run_1/floorplan.png
Pins as bars on the die edge.
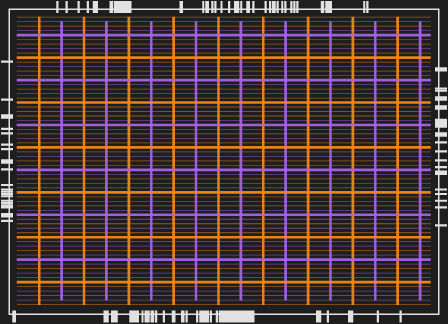
run_1/clock_nets.png
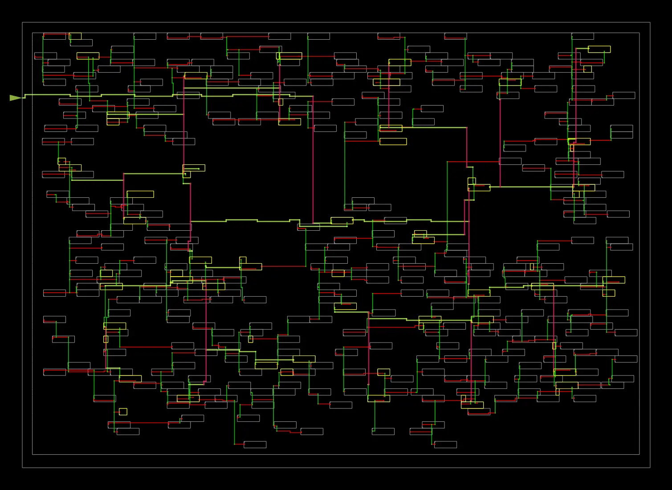
run_1/m1.png
Supply wires on this layer in gray.
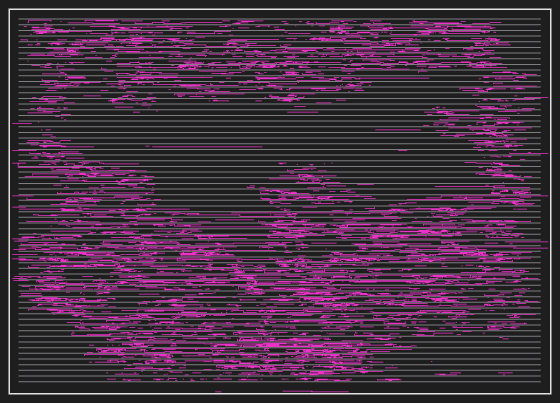
run_1/ff_map.png
Other sequential cells in the stronger gray, the rest of the logic in the fainter gray.
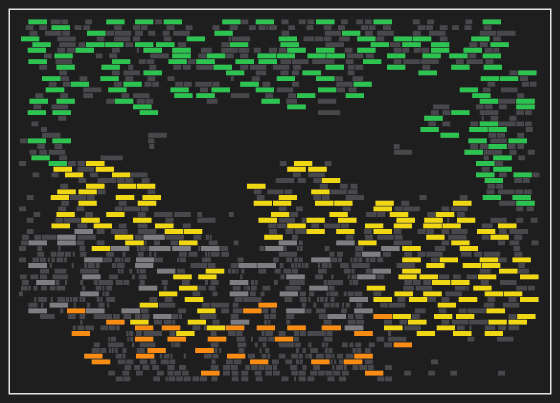
[config.mk]
export PLATFORM = sky130hd
export DESIGN_NAME = fetch_queue_flat
export DESIGN_NICKNAME = d
export VERILOG_FILES = /design/src/rtl/fetch_queue_if.sv /design/src/rtl/fetch_queue.sv /design/src/flat_wrapper.sv
export SDC_FILE = /design/constraint.sdc
export NUM_CORES = 1
export LEC_CHECK = 0
export CORE_ASPECT_RATIO = 0.7
export CORE_MARGIN = 4
export CORE_UTILIZATION = 35
export DETAILED_ROUTE_END_ITERATION = 8
export SYNTH_ARGS = -nofsm -noshare
export SYNTH_HDL_FRONTEND = slang
export SYNTH_SLANG_ARGS = --single-unit
[constraint.sdc]
create_clock -name clk -period 20.2 [get_ports clk]
set_input_delay 3.03 -clock clk [delete_from_list [all_inputs] [get_ports clk]]
set_output_delay 3.03 -clock clk [all_outputs]
set_load 0.01 [all_outputs]
[src/rtl/fetch_queue_if.sv]
// Fetch queue bus: instruction-memory request/response, redirect and decode handshake.
// master = fetch_queue side, slave = core/memory side.
interface fetch_queue_if #(
    parameter int AWIDTH = 32,
    parameter int DWIDTH = 32,
    parameter int DEPTH  = 4
);
    localparam int CW = $clog2(DEPTH) + 1;

    logic              redirect_i;
    logic [AWIDTH-1:0] redirect_pc_i;
    logic              imem_req_o;
    logic [AWIDTH-1:0] imem_addr_o;
    logic              imem_rvalid_i;
    logic [DWIDTH-1:0] imem_rdata_i;
    logic              dec_valid_o;
    logic [AWIDTH-1:0] dec_pc_o;
    logic [DWIDTH-1:0] dec_insn_o;
    logic              dec_ready_i;
    logic [CW-1:0]     count_o;
    logic              err_o;

    modport master (
        input  redirect_i, redirect_pc_i, imem_rvalid_i, imem_rdata_i, dec_ready_i,
        output imem_req_o, imem_addr_o, dec_valid_o, dec_pc_o, dec_insn_o, count_o, err_o
    );

    modport slave (
        output redirect_i, redirect_pc_i, imem_rvalid_i, imem_rdata_i, dec_ready_i,
        input  imem_req_o, imem_addr_o, dec_valid_o, dec_pc_o, dec_insn_o, count_o, err_o
    );
endinterface

[src/rtl/fetch_queue.sv]
// Decoupled instruction fetch: sequential PC generation, credit-limited memory requests,
// {pc,insn} FIFO towards decode, and redirect flush that drops stale in-flight responses.
module fetch_queue #(
    parameter int                AWIDTH   = 32,
    parameter int                DWIDTH   = 32,
    parameter logic [AWIDTH-1:0] BASEADDR = 32'h01000000,
    parameter int                DEPTH    = 4
) (
    input logic          clk,
    input logic          rst,
    fetch_queue_if.master bus
);
    localparam int CW = $clog2(DEPTH) + 1;
    localparam int PW = $clog2(DEPTH);

    logic [AWIDTH-1:0] r_fetch_pc;
    logic [AWIDTH-1:0] r_resp_pc;
    logic [AWIDTH-1:0] r_pc_mem   [DEPTH];
    logic [DWIDTH-1:0] r_insn_mem [DEPTH];
    logic [PW-1:0]     r_rd_ptr;
    logic [PW-1:0]     r_wr_ptr;
    logic [CW-1:0]     r_count;
    logic [CW-1:0]     r_outstanding;
    logic [CW-1:0]     r_discard;
    logic              r_err;

    logic [CW:0]       w_credit;
    logic              w_issue;
    logic              w_rsp;
    logic              w_drop;
    logic              w_push;
    logic              w_pop;
    logic [CW-1:0]     w_out_next;
    logic [AWIDTH-1:0] w_redir_pc;

    // Outstanding requests reserve FIFO slots, so a push can never find the FIFO full.
    assign w_credit   = {1'b0, r_count} + {1'b0, r_outstanding};
    assign w_issue    = !rst && !bus.redirect_i && (w_credit < (CW+1)'(DEPTH));
    assign w_rsp      = bus.imem_rvalid_i && (r_outstanding != '0);
    assign w_drop     = w_rsp && ((r_discard != '0) || bus.redirect_i);
    assign w_push     = w_rsp && !w_drop;
    assign w_pop      = (r_count != '0) && bus.dec_ready_i && !bus.redirect_i;
    assign w_out_next = r_outstanding + CW'(w_issue) - CW'(w_rsp);
    assign w_redir_pc = bus.redirect_pc_i & ~AWIDTH'(3);

    always_ff @(posedge clk or posedge rst) begin
        if (rst) begin
            r_fetch_pc    <= BASEADDR;
            r_resp_pc     <= BASEADDR;
            r_rd_ptr      <= '0;
            r_wr_ptr      <= '0;
            r_count       <= '0;
            r_outstanding <= '0;
            r_discard     <= '0;
            r_err         <= 1'b0;
            for (int i = 0; i < DEPTH; i++) begin
                r_pc_mem[i]   <= '0;
                r_insn_mem[i] <= '0;
            end
        end else begin
            r_outstanding <= w_out_next;
            if (bus.imem_rvalid_i && (r_outstanding == '0))
                r_err <= 1'b1;

            if (bus.redirect_i) begin
                // Everything still in flight after this cycle's response is stale.
                r_fetch_pc <= w_redir_pc;
                r_resp_pc  <= w_redir_pc;
                r_rd_ptr   <= '0;
                r_wr_ptr   <= '0;
                r_count    <= '0;
                r_discard  <= w_out_next;
            end else begin
                if (w_issue)
                    r_fetch_pc <= r_fetch_pc + AWIDTH'(4);
                if (w_rsp && (r_discard != '0))
                    r_discard <= r_discard - CW'(1);
                if (w_push) begin
                    r_pc_mem[r_wr_ptr]   <= r_resp_pc;
                    r_insn_mem[r_wr_ptr] <= bus.imem_rdata_i;
                    r_wr_ptr             <= r_wr_ptr + PW'(1);
                    r_resp_pc            <= r_resp_pc + AWIDTH'(4);
                end
                if (w_pop)
                    r_rd_ptr <= r_rd_ptr + PW'(1);
                case ({w_push, w_pop})
                    2'b10:   r_count <= r_count + CW'(1);
                    2'b01:   r_count <= r_count - CW'(1);
                    default: r_count <= r_count;
                endcase
            end
        end
    end

    assign bus.imem_req_o  = w_issue;
    assign bus.imem_addr_o = r_fetch_pc;
    assign bus.dec_valid_o = (r_count != '0);
    assign bus.dec_pc_o    = r_pc_mem[r_rd_ptr];
    assign bus.dec_insn_o  = r_insn_mem[r_rd_ptr];
    assign bus.count_o     = r_count;
    assign bus.err_o       = r_err;
endmodule

[src/flat_wrapper.sv]
// flat-port wrapper written by rule: the top's interface ports become plain ports
module fetch_queue_flat 
#(
    parameter int                AWIDTH   = 32,
    parameter int                DWIDTH   = 32,
    parameter logic [AWIDTH-1:0] BASEADDR = 32'h01000000,
    parameter int                DEPTH    = 4
)
  (clk, rst, bus_redirect_i, bus_redirect_pc_i, bus_imem_rvalid_i, bus_imem_rdata_i, bus_dec_ready_i, bus_imem_req_o, bus_imem_addr_o, bus_dec_valid_o, bus_dec_pc_o, bus_dec_insn_o, bus_count_o, bus_err_o);
  fetch_queue_if #(.AWIDTH(AWIDTH), .DWIDTH(DWIDTH), .DEPTH(DEPTH)) bus_i ();
  input logic clk;
  input logic rst;
  input wire logic [$bits(bus_i.redirect_i)-1:0] bus_redirect_i;
  input wire logic [$bits(bus_i.redirect_pc_i)-1:0] bus_redirect_pc_i;
  input wire logic [$bits(bus_i.imem_rvalid_i)-1:0] bus_imem_rvalid_i;
  input wire logic [$bits(bus_i.imem_rdata_i)-1:0] bus_imem_rdata_i;
  input wire logic [$bits(bus_i.dec_ready_i)-1:0] bus_dec_ready_i;
  output wire logic [$bits(bus_i.imem_req_o)-1:0] bus_imem_req_o;
  output wire logic [$bits(bus_i.imem_addr_o)-1:0] bus_imem_addr_o;
  output wire logic [$bits(bus_i.dec_valid_o)-1:0] bus_dec_valid_o;
  output wire logic [$bits(bus_i.dec_pc_o)-1:0] bus_dec_pc_o;
  output wire logic [$bits(bus_i.dec_insn_o)-1:0] bus_dec_insn_o;
  output wire logic [$bits(bus_i.count_o)-1:0] bus_count_o;
  output wire logic [$bits(bus_i.err_o)-1:0] bus_err_o;
  assign bus_i.redirect_i = bus_redirect_i;
  assign bus_i.redirect_pc_i = bus_redirect_pc_i;
  assign bus_i.imem_rvalid_i = bus_imem_rvalid_i;
  assign bus_i.imem_rdata_i = bus_imem_rdata_i;
  assign bus_i.dec_ready_i = bus_dec_ready_i;
  assign bus_imem_req_o = bus_i.imem_req_o;
  assign bus_imem_addr_o = bus_i.imem_addr_o;
  assign bus_dec_valid_o = bus_i.dec_valid_o;
  assign bus_dec_pc_o = bus_i.dec_pc_o;
  assign bus_dec_insn_o = bus_i.dec_insn_o;
  assign bus_count_o = bus_i.count_o;
  assign bus_err_o = bus_i.err_o;
  fetch_queue #(.AWIDTH(AWIDTH), .DWIDTH(DWIDTH), .BASEADDR(BASEADDR), .DEPTH(DEPTH)) u_core (.clk(clk), .rst(rst), .bus(bus_i));
endmodule
==> reports/writeup.txt, run 1 <==
The logs give 0 for the final antenna diode count and 128.0 MHz for the top achievable clock speed. Looking at the power breakdown, sequential logic takes 39.2% of the total. Summed over all failing endpoints, the final setup total negative slack is 0 ns. The highest metal layer carrying signal wires in the routed design is met4. With the final setup violation count at 0, the sequential cell power is 0.927 mW. Summing the areas of all and, or, nand and nor instances in the mapped netlist gives 7.280% of the synthesized area. The cell-mix breakdown from Yosys lists the XOR/XNOR area share as 3.511%. The run gives 126.2 mW/mm2 for the power density over the cells.

With the filler cell count in the final layout at 3967, the static power due to leakage is 8.088 nW. STA classifies the critical path endpoint as an output pin. The initial detailed-routing violation count is 345. The combinational group share of total power came out at 31.9%. The average instance area after synthesis works out to 14.79 um2. The worst reg-to-reg setup slack was 17.05 ns.

The run gives 2.946% for the fraction of met3 tracks used by global routing. Across all stage logs, warnings added up to 32. Per the final timing report, the hold violations number 0.

The clock-pin slew of the registers on the worst-case setup and hold paths is 0.06 ns, and the share of power burned in the clock network is 28.9%. The tools report the number of buffers inserted during clock tree synthesis as 36. The first global-routing pass estimated 58.91 mm of wire.

For this run, the share of the core covered by cells in the final layout is 42.96%. The pin closest to its max-slew limit shows a slew of 1.104 ns. By startpoint and endpoint, the worst setup path is classified as in2out. Checking hold timing, the worst path is listed with class reg2reg. The tools report the detailed route wirelength on metal3 as 1.578 mm. In the power breakdown, the biggest contributor is registers. The run finished with clean final reports.

The die is 259.3 um wide. STA on the placed design reports a worst setup slack of 12.37 ns. The final design was reported to hold multi-input combinational gates totalling 635. The path depth of the worst reg2reg path was 7. The required time at the worst-slack endpoint was 17.17 ns; the number of rows created at floorplan was 64. The detailed router reports a met2 wire length of 16.92 mm.
## Picture notes: floorplan.png
- purple: VDD
- orange: VSS
- met5 straps: 12
- met1 rails: 65
Vert. Die Dim: 183.9 um
area of the core region: 0.04364 mm2

## Picture notes: clock_nets.png
Clk Latency, worst-skew pair: 0.52 ns
flip-flops: 322
clk_buf instances: 51
clock network power: 0.685 mW
clk_skew: 0.01167 ns

## Picture notes: m1.png
- main direction: horizontal
- share of all routed wire: 48%
- nets with wire on the layer: 1172
- wire length on this layer: 17700 um
total wire length: 36.67 mm
number of vias after detailed routing: 9108
global routing met1 resource utilization: 23.23%

## Picture notes: ff_map.png
- green: u_core.r_insn_mem (placed flops 128)
- orange: u_core.bus.imem_addr_o (placed flops 30)
- yellow: u_core.r_pc_mem (placed flops 120)
- not colored: 44

==> run 2, diff against run 1 <==
==> constraint.sdc (replaced) <==
create_clock -name clk -period 7.1 [get_ports clk]
set_input_delay 1.065 -clock clk [delete_from_list [all_inputs] [get_ports clk]]
set_output_delay 1.065 -clock clk [all_outputs]
set_load 0.01 [all_outputs]
run_2/clock_nets.png
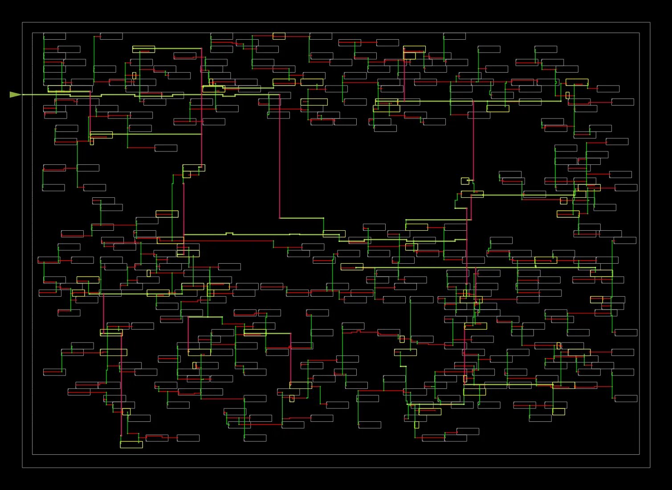
number of sinks driven by the clock tree: 322
clock network power: 1.94 mW

run_2/floorplan.png
Pins as bars on the die edge.
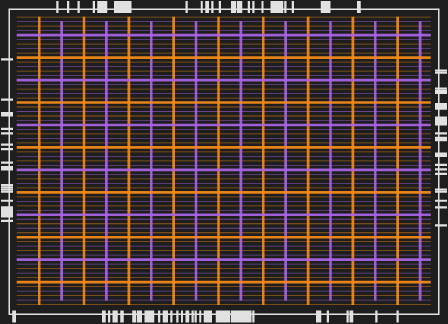
- purple: VDD
- orange: VSS
- met1 rails: 65
- signal pins: 171
worst IR drop on VDD: 0.1763 mV
Die Width: 259.3 um

run_2/ff_map.png
Other sequential cells in the stronger gray, the rest of the logic in the fainter gray.
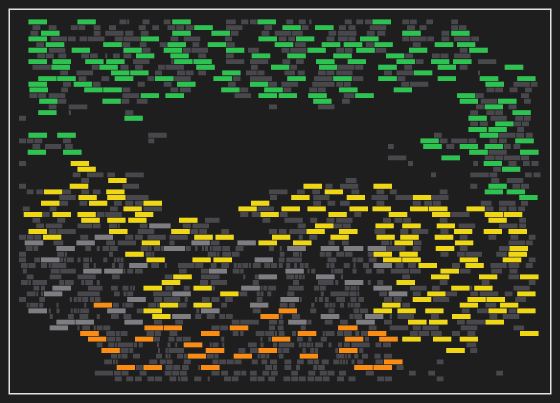
- orange: u_core.bus.imem_addr_o (placed flops 30)
- green: u_core.r_insn_mem (placed flops 128)
- yellow: u_core.r_pc_mem (placed flops 120)
Seq. pwr: 2.64 mW
final cell utilization of the core: 42.98%
sequential cell area share: 43.01%
register area: 0.008068 mm2

==> run 2 against run 1 <==
Area after synthesis did not move. Register-to-register slack worse by 13 ns. First-iteration DRC count up 59%. Utilization about the same. Combinational power rose to 2.8 times the previous value. Via count about the same. Global-route usage is 0.15 points higher. Sequential share of layout area about the same. Cell count about the same. Hold slack better by 0.00050 ns. Die area is the same. Critical path type is now reg2out. Largest power group unchanged. Highest routed layer unchanged.
==> reports/writeup.txt, run 2 <==
Average instance area after synthesis: 14.79 um2 (unchanged). Worst min-delay path category: reg2reg (unchanged). With the number of warning messages in the logs at 36 (was 32), the setup slack after placement is 2.828 ns (was 12.37 ns). The run gives 0 (unchanged) for the final setup violation count.

The run finished with clean final reports. The share of power burned in the clock network was 28.9% (about the same). The setup skew after layout was 0.01777 ns (was 0.01167 ns). With the number of buffers inserted during clock tree synthesis at 36 (unchanged), the required time at the worst-slack endpoint is 6.03 ns (was 17.17 ns). The logs give 322 (unchanged) for the count of sequential standard cells and 228.7 MHz for the top achievable clock speed.

The path depth of the worst reg2reg path works out to 7 (unchanged). The combinational group share of total power was 31.7% (was 31.9%); the initial detailed-routing violation count was 549 (was 345). The number of endpoints with negative hold slack in the final report is 0 (unchanged), and the number of rows created at floorplan is 64 (unchanged).

The run gives 3932 (was 3967) for the filler cell count in the final layout. The logs give 0.53 ns (was 0.52 ns) for the insertion delay to the later sink of the worst-skew pair and 0 (unchanged) for the final antenna diode count.
run_2/m1.png
Supply wires on this layer in gray.
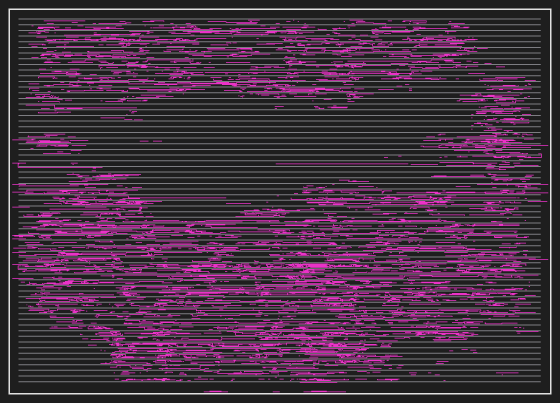

==> run 3, diff against run 2 <==
==> constraint.sdc (replaced) <==
create_clock -name clk -period 3.6 [get_ports clk]
set_input_delay 0.54 -clock clk [delete_from_list [all_inputs] [get_ports clk]]
set_output_delay 0.54 -clock clk [all_outputs]
set_load 0.01 [all_outputs]
run_3/m1.png
Supply wires on this layer in gray.
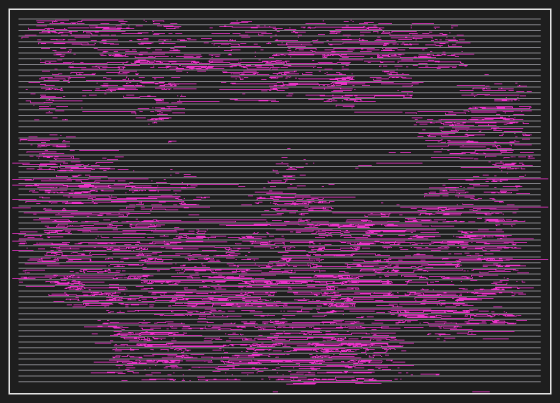
- share of all routed wire: 47%
- nets with wire on the layer: 1189

run_3/ff_map.png
Other sequential cells in the stronger gray, the rest of the logic in the fainter gray.
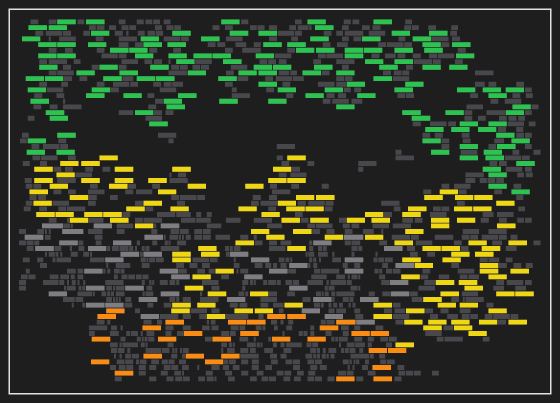
- yellow: u_core.r_pc_mem (placed flops 120)
- green: u_core.r_insn_mem (placed flops 128)
- orange: u_core.bus.imem_addr_o (placed flops 30)
- not colored: 44

==> run 3 against run 2 <==
Sequential power increased by 94%. Largest power group unchanged. Largest cell class unchanged. Sequential share of layout area fell by 0.45 points. Register-to-register slack lost 3.0 ns. Highest routed layer unchanged. Critical path depth stayed put.
==> reports/writeup.txt, run 3 <==
The run finished with clean final reports. The setup skew after layout is 0.01975 ns (was 0.01777 ns). The number of endpoints with negative hold slack in the final report is 0 (unchanged), and the final antenna diode count is 0 (unchanged). The run gives 3903 (was 3932) for the filler cell count in the final layout. The tools report the critical path capture point type as an output pin (unchanged). The post-synthesis simple-gate area fraction works out to 7.280% (unchanged).

Type of the setup path with the least slack: reg2out (unchanged). Utilization after layout: 43.44% (was 42.98%). The setup slack after placement came out at 0.6739 ns (was 2.828 ns). The final setup violation count was 0 (unchanged). Die outline width: 259.3 um (unchanged). For the initial detailed-routing violation count, the log shows 401 (was 549). Required time at the worst-slack endpoint: 3.06 ns (was 6.03 ns).

The top achievable clock speed was 314.9 MHz. The number of buffers inserted during clock tree synthesis is 37 (was 36). The tools report the count of vias placed by the detailed router as 9128 (was 9101). The run gives 3.511% (unchanged) for the xor/xnor cell area share of the yosys netlist.

The heaviest power group is registers (unchanged). The run gives 0.53 ns (about the same) for the insertion delay to the later sink of the worst-skew pair. Power dissipated in the clock network: 3.80 mW (was 1.94 mW). The placeable core region is 0.04364 mm2 (unchanged). The run gives 38.4% (was 39.3%) for the sequential share of power.
run_3/floorplan.png
Pins as bars on the die edge.
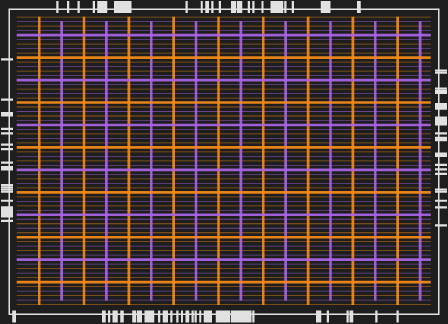
- purple: VDD
- orange: VSS
- rows: 64
- met5 straps: 12
- met1 rails: 65
worst IR drop on VDD: 0.3956 mV

No activity file was given, so power comes from the tool's default toggle rates.
